### Gate families picked out

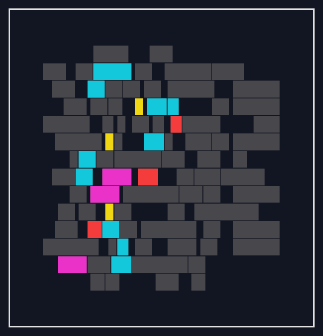
### Sequential cells coloured by netlist name

Other cells in grey.
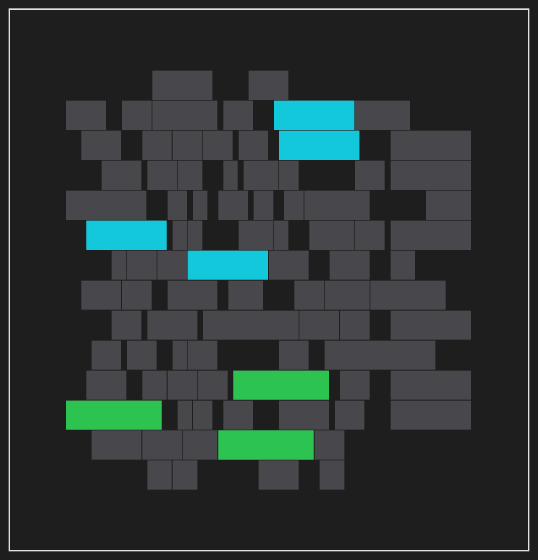
[config.mk]
export PLATFORM = sky130hd
export DESIGN_NAME = add_controller
export DESIGN_NICKNAME = d
export VERILOG_FILES = /design/src/rtl/add_controller.sv
export SDC_FILE = /design/constraint.sdc
export NUM_CORES = 1
export LEC_CHECK = 0
export CAP_MARGIN = 20
export CORE_AREA = 5 5 42 44
export CTS_CLUSTER_DIAMETER = 150
export DETAILED_ROUTE_END_ITERATION = 8
export DIE_AREA = 0 0 47 49
export PLACE_DENSITY_LB_ADDON = 0.12
export SETUP_SLACK_MARGIN = 0.15
export SKIP_CTS_REPAIR_TIMING = 1
export SLEW_MARGIN = 20
export SYNTH_ARGS = -nofsm -noshare
export SYNTH_HDL_FRONTEND = slang
export SYNTH_SLANG_ARGS = --single-unit
[constraint.sdc]
create_clock -name CLK -period 1.55 [get_ports CLK]
set_input_delay 0.465 -clock CLK [delete_from_list [all_inputs] [get_ports CLK]]
set_output_delay 0.465 -clock CLK [all_outputs]
set_load 0.1 [all_outputs]
[src/rtl/add_controller.sv]
// Moore control FSM for the 6-bit add datapath: sequences xi/yi loads so result = (a+b) + n*(a+3) + 3.
// Optional `DONE_ACK_EN adds a done_ack input that holds OUT until the result is acknowledged.
module add_controller #(
  parameter int CW = 4
) (
  input  logic          CLK,
  input  logic          RST,
  input  logic          start,
  input  logic [CW-1:0] n_iter,
`ifdef DONE_ACK_EN
  input  logic          done_ack,
`endif
  output logic          enx,
  output logic          eny,
  output logic          sa,
  output logic          sb,
  output logic          sy,
  output logic          busy,
  output logic          done
);

  typedef enum logic [2:0] {
    IDLE = 3'd0,
    LD_X = 3'd1,
    LD_Y = 3'd2,
    ACC  = 3'd3,
    OUT  = 3'd4
  } state_t;

  state_t        state, state_nx;
  logic [CW-1:0] cnt, cnt_nx;

  // NOTE: sequential state uses non-blocking assignments so every flop samples pre-edge values.
  always_ff @(posedge CLK) begin
    if (RST) begin
      state <= IDLE;
      cnt   <= '0;
    end else begin
      state <= state_nx;
      cnt   <= cnt_nx;
    end
  end

  // Release condition for OUT; without the handshake OUT is a single-cycle pulse.
  logic out_release;
`ifdef DONE_ACK_EN
  assign out_release = done_ack;
`else
  assign out_release = 1'b1;
`endif

  always_comb begin
    // NOTE: every combinational output gets a default first, so no path can infer a latch.
    state_nx = state;
    cnt_nx   = cnt;
    enx      = 1'b0;
    eny      = 1'b0;
    sa       = 1'b0;
    sb       = 1'b0;
    sy       = 1'b0;
    busy     = 1'b0;
    done     = 1'b0;

    unique case (state)
      IDLE: begin
        if (start) begin
          state_nx = LD_X;
          cnt_nx   = n_iter;
        end
      end

      LD_X: begin
        sa       = 1'b1;
        sb       = 1'b1;
        enx      = 1'b1;
        busy     = 1'b1;
        state_nx = LD_Y;
      end

      LD_Y: begin
        sa       = 1'b1;
        eny      = 1'b1;
        busy     = 1'b1;
        state_nx = (cnt != '0) ? ACC : OUT;
      end

      ACC: begin
        sy     = 1'b1;
        enx    = 1'b1;
        busy   = 1'b1;
        cnt_nx = cnt - CW'(1);
        if (cnt == CW'(1)) state_nx = OUT;
      end

      OUT: begin
        busy = 1'b1;
        done = 1'b1;
        if (out_release) state_nx = IDLE;
      end

      default: state_nx = IDLE;
    endcase
  end

endmodule

==> summary.txt <==
Figures from the implementation reports.

- The checks that failed: setup timing.
- The endpoint with the worst hold slack reads cnt[2]$_SDFFE_PP0P_.
- Setup repair after global routing could not meet its margin everywhere.
- The proportion of register bits with asynchronous set or reset after synthesis is 0%.
- The placed instance area reads ~850 sq um.
- The tree built by TritonCTS fans out to 7 sinks.
- The root buffer cell chosen for the clock tree is sky130_fd_sc_hd__clkbuf_4.
- The horizontal die size reads between 40 and 50 microns.
- The placeable core region is between 0.001 and 0.0015 sq mm.
- The number of warning messages in the yosys log reads 0.
- The accumulated negative setup slack reads -757 ps.
- The cell type contributing the most total cell area after synthesis reads sky130_fd_sc_hd__dfxtp_1.
- The power density relative to cell area is 1300 mW/mm^2.
- The highest ir drop seen on vdd is between 0.0007 and 0.0008 V.
- After detailed routing, the average wire length per cell comes to between 10 and 15 microns.
- The post-route total power reads 1.25 mW.
- The number of failing setup endpoints in the final timing report reads 7.
- The max-capacitance violation count reads 0.
- Per the placement report, the placed cell count is 94.
- In the post-route analysis, the smallest setup slack over all paths is -153 ps.
- The total CTS buffers reads 3.
- In the post-synthesis netlist, the biggest area contributors are sky130_fd_sc_hd__dfxtp_1 27%, sky130_fd_sc_hd__ha_1 7.1%, sky130_fd_sc_hd__nor4b_4 4.5%.
- The leakage power summed over all cells reads between 0.4 and 0.5 nW.
- The cell with the largest stage delay on the worst path is sky130_fd_sc_hd__dfxtp_4.
- The most common logic cell in the routed design is sky130_fd_sc_hd__buf_4.
- The flow ran to the end, but the final reports show violations.
- The worst hold path begins at cnt[2]$_SDFFE_PP0P_.
- The period utilization is 110%.
-- 'Gate families picked out' (at the start) --
| family | colour | cells |
|---|---|---|
| aoi and oai cells | cyan | 10 |
| fa/ha/maj cells | magenta | 3 |
| inv cells | yellow | 3 |
| nand cells | red | 3 |

-- 'Sequential cells coloured by netlist name' (at the start) --
| name in the netlist | colour | placed flops |
|---|---|---|
| state | green | 3 |
| cnt | cyan | 4 |

[per-layer routing]
| layer | global-route usage [%] | up-vias | share of wire (%) |
|---|---|---|---|
| li1 | - | 271 | - |
| met1 | 13.0 | 245 | 39 |
| met2 | 20.6 | 19 | 51 |
| met3 | 2.21 | 5 | 6.8 |
| met4 | 8.29 | 0 | 2.8 |
| met5 | 0 | - | 0 |
[worst max-delay path by stage]
stage,cells after the start,start,slack [ps],end
after CTS,3,state[0]$_SDFFE_PP0P_,-270,done
after global routing,3,state[0]$_SDFFE_PP0P_,-190,done
after global placement,4,start,-340,cnt[0]$_SDFFE_PP0P_
after detailed placement,4,start,-370,cnt[0]$_SDFFE_PP0P_
final,3,state[0]$_SDFFE_PP0P_,-150,done
after floorplan,3,state[2]$_SDFFE_PP0P_,-410,sb
[logic make-up after synthesis]
| family | Yosys count | share of synthesized area (%) |
|---|---|---|
| AOI/OAI and AO/OA | 12 | 18.1 |
| xor gates and xnor gates | 2 | 3.33 |
| adders and majority gates | 3 | 7.14 |
| buffers and inverters | 7 | 8.33 |
| DFF | 7 | 26.7 |
| muxes | 2 | 4.76 |
| and+or+nand+nor | 24 | 31.7 |
[cell usage after synthesis, drive strengths merged (2+ instances only)]
master	count
buf	4
dfxtp	7
o31ai	2
nor3	2
nor3b	2
and2	3
inv	3
nor2b	2
nor2	6
a21oi	2
xnor2	2
ha	3
[area by class of cell]
type                            instances  area, sq um
Tap cell                               16         20.0
Multi-Input combinational cell         43          402
Clock buffer                            4         26.3
Timing Repair Buffer                   31          349
Sequential cell                         7          151
Inverter                                3         11.3
Fill cell                             123          442
[power breakdown]
part | internal (mW) | total (mW) | switching, mW
combinational | 0.372 | 0.820 | 0.448
clock | 0.0992 | 0.182 | 0.0823
sequential | 0.209 | 0.248 | 0.0384
total | 0.680 | 1.25 | 0.569
No activity file was given, so power comes from the tool's default toggle rates.
